**Run 1: metal 4**

Supply wires on this layer in gray.
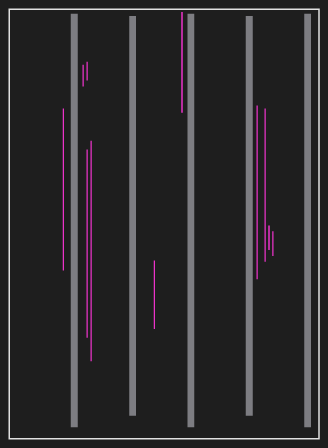
**Run 1: clock nets**

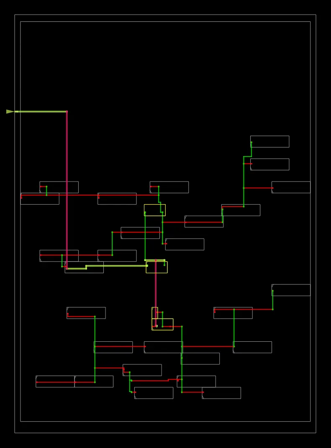
**Run 1: the metal 1 layer**

Supply wires on this layer in gray.
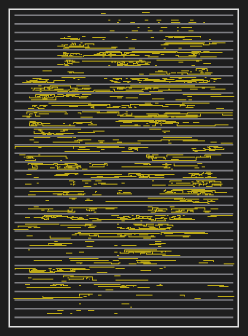
`config.mk`:
```
export PLATFORM = sky130hd
export DESIGN_NAME = crcu_unit_rst_sequencer
export DESIGN_NICKNAME = d
export VERILOG_FILES = /design/src/rtl/crcu_rst_pkg.sv /design/src/rtl/crcu_rr_arbiter.sv /design/src/rtl/crcu_unit_rst_sequencer.sv
export SDC_FILE = /design/constraint.sdc
export NUM_CORES = 1
export LEC_CHECK = 0
export ABC_AREA = 0
export CORE_ASPECT_RATIO = 1.4
export CORE_MARGIN = 1
export CORE_UTILIZATION = 34
export CTS_CLUSTER_DIAMETER = 80
export CTS_CLUSTER_SIZE = 40
export DETAILED_ROUTE_END_ITERATION = 8
export PLACE_DENSITY_LB_ADDON = 0.08
export REMOVE_ABC_BUFFERS = 1
export SYNTH_ARGS = -nofsm -noshare
export SYNTH_HDL_FRONTEND = slang
export SYNTH_SLANG_ARGS = --single-unit
```
`constraint.sdc`:
```
create_clock -name CRCU_CLK -period 2.9 [get_ports CRCU_CLK]
set_input_delay 0.58 -clock CRCU_CLK [delete_from_list [all_inputs] [get_ports CRCU_CLK]]
set_output_delay 0.58 -clock CRCU_CLK [all_outputs]
set_load 0.005 [all_outputs]
```
`src/rtl/crcu_rst_pkg.sv`:
```
// Shared types and rst_ctl_reg field positions for the CRCU unit reset sequencer.
package crcu_rst_pkg;

  typedef enum logic [2:0] {
    IDLE,
    ASSERT,
    HOLD,
    RELEASE,
    SETTLE,
    DONE
  } seq_state_e;

  localparam int unsigned RST_CTL_W     = 32;
  localparam int unsigned RST_EN_BIT    = 0;
  localparam int unsigned RST_ASYNC_BIT = 1;
  localparam int unsigned RST_POL_BIT   = 2;
  localparam int unsigned RST_HOLD_LSB  = 8;

endpackage

```
`src/rtl/crcu_rr_arbiter.sv`:
```
// Round-robin pick over pending unit requests: the search starts at ptr and walks upward with wrap.
module crcu_rr_arbiter #(
  parameter int unsigned NUM_UNITS = 4
) (
  input  logic [NUM_UNITS-1:0]         pending,
  input  logic [$clog2(NUM_UNITS)-1:0] ptr,
  output logic                         grant_vld_c,
  output logic [NUM_UNITS-1:0]         grant_c,
  output logic [$clog2(NUM_UNITS)-1:0] grant_idx_c
);

  localparam int unsigned IDX_W = $clog2(NUM_UNITS);
  localparam int unsigned POS_W = IDX_W + 1;

  logic [POS_W-1:0] pos;

  // The first pending unit at or after ptr wins.
  always_comb begin
    grant_vld_c = 1'b0;
    grant_c     = '0;
    grant_idx_c = '0;
    pos         = '0;
    for (int unsigned i = 0; i < NUM_UNITS; i++) begin
      pos = POS_W'(ptr) + POS_W'(i);
      if (pos >= POS_W'(NUM_UNITS)) pos = pos - POS_W'(NUM_UNITS);
      if (!grant_vld_c && pending[pos[IDX_W-1:0]]) begin
        grant_vld_c               = 1'b1;
        grant_c[pos[IDX_W-1:0]]   = 1'b1;
        grant_idx_c               = pos[IDX_W-1:0];
      end
    end
  end

endmodule

```
`src/rtl/crcu_unit_rst_sequencer.sv`:
```
// Sequences software-requested unit resets through one shared assert/hold/release/settle FSM,
// serving units round-robin and applying each unit's enable, type and polarity to its reset line.
module crcu_unit_rst_sequencer #(
  parameter int unsigned NUM_UNITS  = 4,
  parameter int unsigned HOLD_W     = 8,
  parameter int unsigned SETTLE_CYC = 2
) (
  input  logic                         CRCU_CLK,
  input  logic                         CRCU_RST,
  input  logic [NUM_UNITS*32-1:0]      rst_ctl_reg,
  input  logic [NUM_UNITS-1:0]         rst_req,
  output logic [NUM_UNITS-1:0]         unit_rst,
  output logic                         busy,
  output logic                         done,
  output logic [$clog2(NUM_UNITS)-1:0] done_id
);

  import crcu_rst_pkg::*;

  localparam int unsigned IDX_W = $clog2(NUM_UNITS);

  logic [NUM_UNITS-1:0] en;
  logic [NUM_UNITS-1:0] async_t;
  logic [NUM_UNITS-1:0] pol;
  logic [HOLD_W-1:0]    hold [NUM_UNITS];
  logic                 ctl_unused;

  for (genvar u = 0; u < NUM_UNITS; u++) begin : g_ctl
    assign en[u]      = rst_ctl_reg[u*RST_CTL_W + RST_EN_BIT];
    assign async_t[u] = rst_ctl_reg[u*RST_CTL_W + RST_ASYNC_BIT];
    assign pol[u]     = rst_ctl_reg[u*RST_CTL_W + RST_POL_BIT];
    assign hold[u]    = rst_ctl_reg[u*RST_CTL_W + RST_HOLD_LSB +: HOLD_W];
  end
  assign ctl_unused = ^rst_ctl_reg;

  seq_state_e           state_q, state_nxt;
  logic [HOLD_W-1:0]    cnt_q, cnt_nxt;
  logic [IDX_W-1:0]     gidx_q, gidx_nxt;
  logic [IDX_W-1:0]     ptr_q, ptr_nxt;
  logic [NUM_UNITS-1:0] pending_q, pending_nxt;
  logic [NUM_UNITS-1:0] act_q, act_nxt;
  logic                 done_q, done_nxt;
  logic [IDX_W-1:0]     done_id_q, done_id_nxt;
  logic                 busy_q, busy_nxt;

  logic [NUM_UNITS-1:0] pend_clr, act_set, act_clr;
  logic                 arb_vld_c;
  logic [NUM_UNITS-1:0] arb_grant_c;
  logic [IDX_W-1:0]     arb_idx_c;
  logic [HOLD_W-1:0]    grant_hold_c;
  logic [IDX_W-1:0]     gidx_inc_c;

  crcu_rr_arbiter #(
    .NUM_UNITS (NUM_UNITS)
  ) u_arb (
    .pending     (pending_q),
    .ptr         (ptr_q),
    .grant_vld_c (arb_vld_c),
    .grant_c     (arb_grant_c),
    .grant_idx_c (arb_idx_c)
  );

  assign grant_hold_c = hold[arb_idx_c];
  assign gidx_inc_c   = (gidx_q == IDX_W'(NUM_UNITS - 1)) ? '0 : gidx_q + IDX_W'(1);

  // Next-state, counter and per-unit bookkeeping.
  always_comb begin
    state_nxt   = state_q;
    cnt_nxt     = cnt_q;
    gidx_nxt    = gidx_q;
    ptr_nxt     = ptr_q;
    pend_clr    = '0;
    act_clr     = '0;
    act_set     = rst_req & async_t;
    done_nxt    = 1'b0;
    done_id_nxt = done_id_q;
    pending_nxt = pending_q;
    act_nxt     = act_q;
    busy_nxt    = busy_q;

    // Losing the enable mid-sequence abandons it without a done, but still moves the pointer on.
    if (state_q != IDLE && state_q != DONE && !en[gidx_q]) begin
      state_nxt = IDLE;
      ptr_nxt   = gidx_inc_c;
    end else begin
      case (state_q)
        IDLE: begin
          if (arb_vld_c) begin
            state_nxt = ASSERT;
            gidx_nxt  = arb_idx_c;
            pend_clr  = arb_grant_c;
            act_set   = act_set | arb_grant_c;
            cnt_nxt   = (grant_hold_c == '0) ? HOLD_W'(1) : grant_hold_c;
          end
        end
        ASSERT: state_nxt = HOLD;
        HOLD: begin
          if (cnt_q == HOLD_W'(1)) begin
            state_nxt       = RELEASE;
            act_clr[gidx_q] = 1'b1;
          end else begin
            cnt_nxt = cnt_q - HOLD_W'(1);
          end
        end
        RELEASE: begin
          state_nxt = SETTLE;
          cnt_nxt   = HOLD_W'(SETTLE_CYC);
        end
        SETTLE: begin
          if (cnt_q == HOLD_W'(1)) begin
            state_nxt   = DONE;
            done_nxt    = 1'b1;
            done_id_nxt = gidx_q;
          end else begin
            cnt_nxt = cnt_q - HOLD_W'(1);
          end
        end
        DONE: begin
          state_nxt = IDLE;
          ptr_nxt   = gidx_inc_c;
        end
        default: state_nxt = IDLE;
      endcase
    end

    // New requests win over the grant-side clear so a re-request is served later.
    pending_nxt = (pending_q & ~pend_clr) | (rst_req & en);
    act_nxt     = ((act_q & ~act_clr) | act_set) & en;
    busy_nxt    = (state_nxt != IDLE);
  end

  always_ff @(posedge CRCU_CLK or negedge CRCU_RST) begin
    if (!CRCU_RST) begin
      state_q   <= IDLE;
      cnt_q     <= '0;
      gidx_q    <= '0;
      ptr_q     <= '0;
      pending_q <= '0;
      act_q     <= '0;
      done_q    <= 1'b0;
      done_id_q <= '0;
      busy_q    <= 1'b0;
    end else begin
      state_q   <= state_nxt;
      cnt_q     <= cnt_nxt;
      gidx_q    <= gidx_nxt;
      ptr_q     <= ptr_nxt;
      pending_q <= pending_nxt;
      act_q     <= act_nxt;
      done_q    <= done_nxt;
      done_id_q <= done_id_nxt;
      busy_q    <= busy_nxt;
    end
  end

  // Polarity mux: active-low enabled units idle high.
  assign unit_rst = en & ~(pol ^ act_q);
  assign busy     = busy_q;
  assign done     = done_q;
  assign done_id  = done_id_q;

endmodule

```
==> flow.log, run 1 <==
[flow] summary of implementation run
INFO  metric p_clk_share = 6.5%
INFO  metric final_cell_mix = sky130_fd_sc_hd__clkdlybuf4s50_1, sky130_fd_sc_hd__dfrtp_1, sky130_fd_sc_hd__buf_4, sky130_fd_sc_hd__nor2_1, sky130_fd_sc_hd__o21ai_0
INFO  metric setup.worst_path.end = cnt_q[4]
INFO  metric critPathSlowestCell = sky130_fd_sc_hd__mux4_2
INFO  metric power.sequential.fraction = 21.5%
INFO  metric fin_ws = 111 ps
INFO  metric yosys-stat-area = 0.00231 mm2
INFO  metric chipHeight = 99.6 um
INFO  metric cp-start-kind = flip-flop
INFO  metric register_to_register_setup_slack = 110 ps
INFO  metric total_power = 0.00335 W
INFO  metric maxPowerGroup = combinational logic
INFO  metric wire_length_on_met2 = 3.56 mm
INFO  metric nWellTaps = 74
INFO  metric cp.required = 3070 ps
INFO  metric clock_slew_seen_by_the_registers_of_the_worst_setup_and_hold_paths = 90 ps
INFO  metric detailedPlace.worstSlack = 48.6 ps
INFO  metric max_clock_freq = 0.359 GHz
INFO  metric top_signal_layer_used = met4
INFO  metric syn_to_final_growth = 35.7%
INFO  metric syn_inst = 251
INFO  metric grtUsageTotal = 19.8%
INFO  metric worst-path-stages = 7
INFO  metric crit_arrival = 2950 ps
INFO  metric post_cts_buffers = 0
INFO  metric timing.critical_path.cells = buf_4 > mux4_2 > nor2b_4 > or3_1 > nand2_4 > mux4_2 > a221o_1
INFO  metric layout.nonclk_buf_share = 24.7%
INFO  metric gr-usage-met3 = 1.62%
INFO  metric critical_path_buffers_and_inverters = 1
INFO  metric p_leak = 1.28 nW
INFO  metric outcome = completed
INFO  metric synth.area.top_cells = sky130_fd_sc_hd__dfrtp_1, sky130_fd_sc_hd__ha_1, sky130_fd_sc_hd__mux4_2
INFO  metric busiest_layer = met2
INFO  metric fin_cells = 400
INFO  metric post_drt_via_cell_ratio = 5.84
INFO  metric late_pin_clk_latency = 270 ps
INFO  metric synthAoiAreaFrac = 25.1%
INFO  metric timing.rr.start = ptr_q[0]
INFO  metric synth.cells.most_frequent = sky130_fd_sc_hd__dfrtp_1, sky130_fd_sc_hd__nor2_1, sky130_fd_sc_hd__o21ai_0, sky130_fd_sc_hd__nand2_1
INFO  metric sh_seq_area = 21.5%
-- 'metal 4' (at the start) --
wire length on this layer = 266 um
nets with wire on the layer = 11
longest straight run = 51.0 um
share of all routed wire = 3.9%
vias after detailed routing: 2335
routed wire length: 6.78 mm

-- 'clock nets' (at the start) --
count of clock buffers in the final design: 4
clock sink count: 27

-- 'the metal 1 layer' (at the start) --
nets with wire on the layer = 343
main direction = horizontal
global routing usage on met1: 23.8%

## Run 2: what changed since run 1
Settings changed: CAP_MARGIN set to 20.
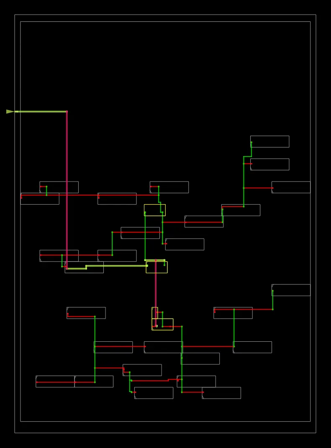
**Above:** run 2 (clock nets).
Final Skew: 1.42 ps
Late-Pin Clk Latency: 270 ps
power attributed to the clock group: 0.000219 W

==> run 2 against run 1 <==
Effect of this change: clock skew did not move; largest power group unchanged; power did not move; largest cell class unchanged; flip-flop count did not move; highest routed layer unchanged.
==> flow.log, run 2 <==
[flow] summary of implementation run
INFO  metric power.sequential.fraction = 21.5% (about the same)
INFO  metric nWellTaps = 74 (unchanged)
INFO  metric chipHeight = 99.6 um (unchanged)
INFO  metric cp.required = 3070 ps (about the same)
INFO  metric synth.area.top_cells = sky130_fd_sc_hd__dfrtp_1, sky130_fd_sc_hd__ha_1, sky130_fd_sc_hd__mux4_2
INFO  metric yosys-stat-area = 0.00231 mm2 (unchanged)
INFO  metric fp.coreArea = 0.00657 mm2
INFO  metric post-synth-top-count-cell = sky130_fd_sc_hd__dfrtp_1
INFO  metric register_to_register_setup_slack = 110 ps (about the same)
INFO  metric critical_path_buffers_and_inverters = 1 (unchanged)
INFO  metric yosysSeqAreaShare = 29.2%
INFO  metric detailedPlace.worstSlack = 48.6 ps (unchanged)
INFO  metric cp-startpoint = ptr_q[0]
INFO  metric setup.worst_path.end = cnt_q[4]
INFO  metric vias = 2335 (unchanged)
INFO  metric layout.nonclk_buf_share = 24.7% (unchanged)
INFO  metric top_signal_layer_used = met4
INFO  metric crit_arrival = 2950 ps (about the same)
INFO  metric syn_inst = 251 (unchanged)
INFO  metric cp-start-kind = flip-flop
INFO  metric max_ffs_per_register = 8
INFO  metric synthAoiAreaFrac = 25.1% (unchanged)
INFO  metric timing.critical_path.cells = buf_4 > mux4_2 > nor2b_4 > or3_1 > nand2_4 > mux4_2 > a221o_1
INFO  metric busiest_layer = met2
INFO  metric post_route_cells_drive_above_1_share = 16.9%
INFO  metric worst-path-stages = 7 (unchanged)
INFO  metric total_power = 0.00335 W (unchanged)
INFO  metric maxPowerGroup = combinational logic
INFO  metric outcome = completed
INFO  metric nClkBuffers = 4 (unchanged)
INFO  metric synth.cells.most_frequent = sky130_fd_sc_hd__dfrtp_1, sky130_fd_sc_hd__nor2_1, sky130_fd_sc_hd__o21ai_0, sky130_fd_sc_hd__nand2_1
INFO  metric syn_to_final_growth = 35.7% (unchanged)
INFO  metric drt_wl_total = 6.78 mm (unchanged)
INFO  metric wire_length_on_met2 = 3.56 mm (unchanged)
INFO  metric placement.io_buffers = 57
INFO  metric max_clock_freq = 0.359 GHz (unchanged)
INFO  metric p_clk_share = 6.5% (about the same)
INFO  metric final_cell_mix = sky130_fd_sc_hd__clkdlybuf4s50_1, sky130_fd_sc_hd__dfrtp_1, sky130_fd_sc_hd__buf_4, sky130_fd_sc_hd__nor2_1, sky130_fd_sc_hd__o21ai_0
INFO  metric grtUsageTotal = 19.8% (unchanged)
INFO  metric clock_sink_count = 27 (unchanged)
INFO  metric gr-usage-met1 = 23.8% (unchanged)
INFO  metric sh_seq_area = 21.5% (unchanged)
INFO  metric p_leak = 1.28 nW (unchanged)
INFO  metric timing.rr.start = ptr_q[0]
INFO  metric worst_slew_pin_slew = 736 ps
INFO  metric fin_ws = 111 ps (unchanged)
INFO  metric fin_cells = 400 (unchanged)
No activity file was given, so power comes from the tool's default toggle rates.
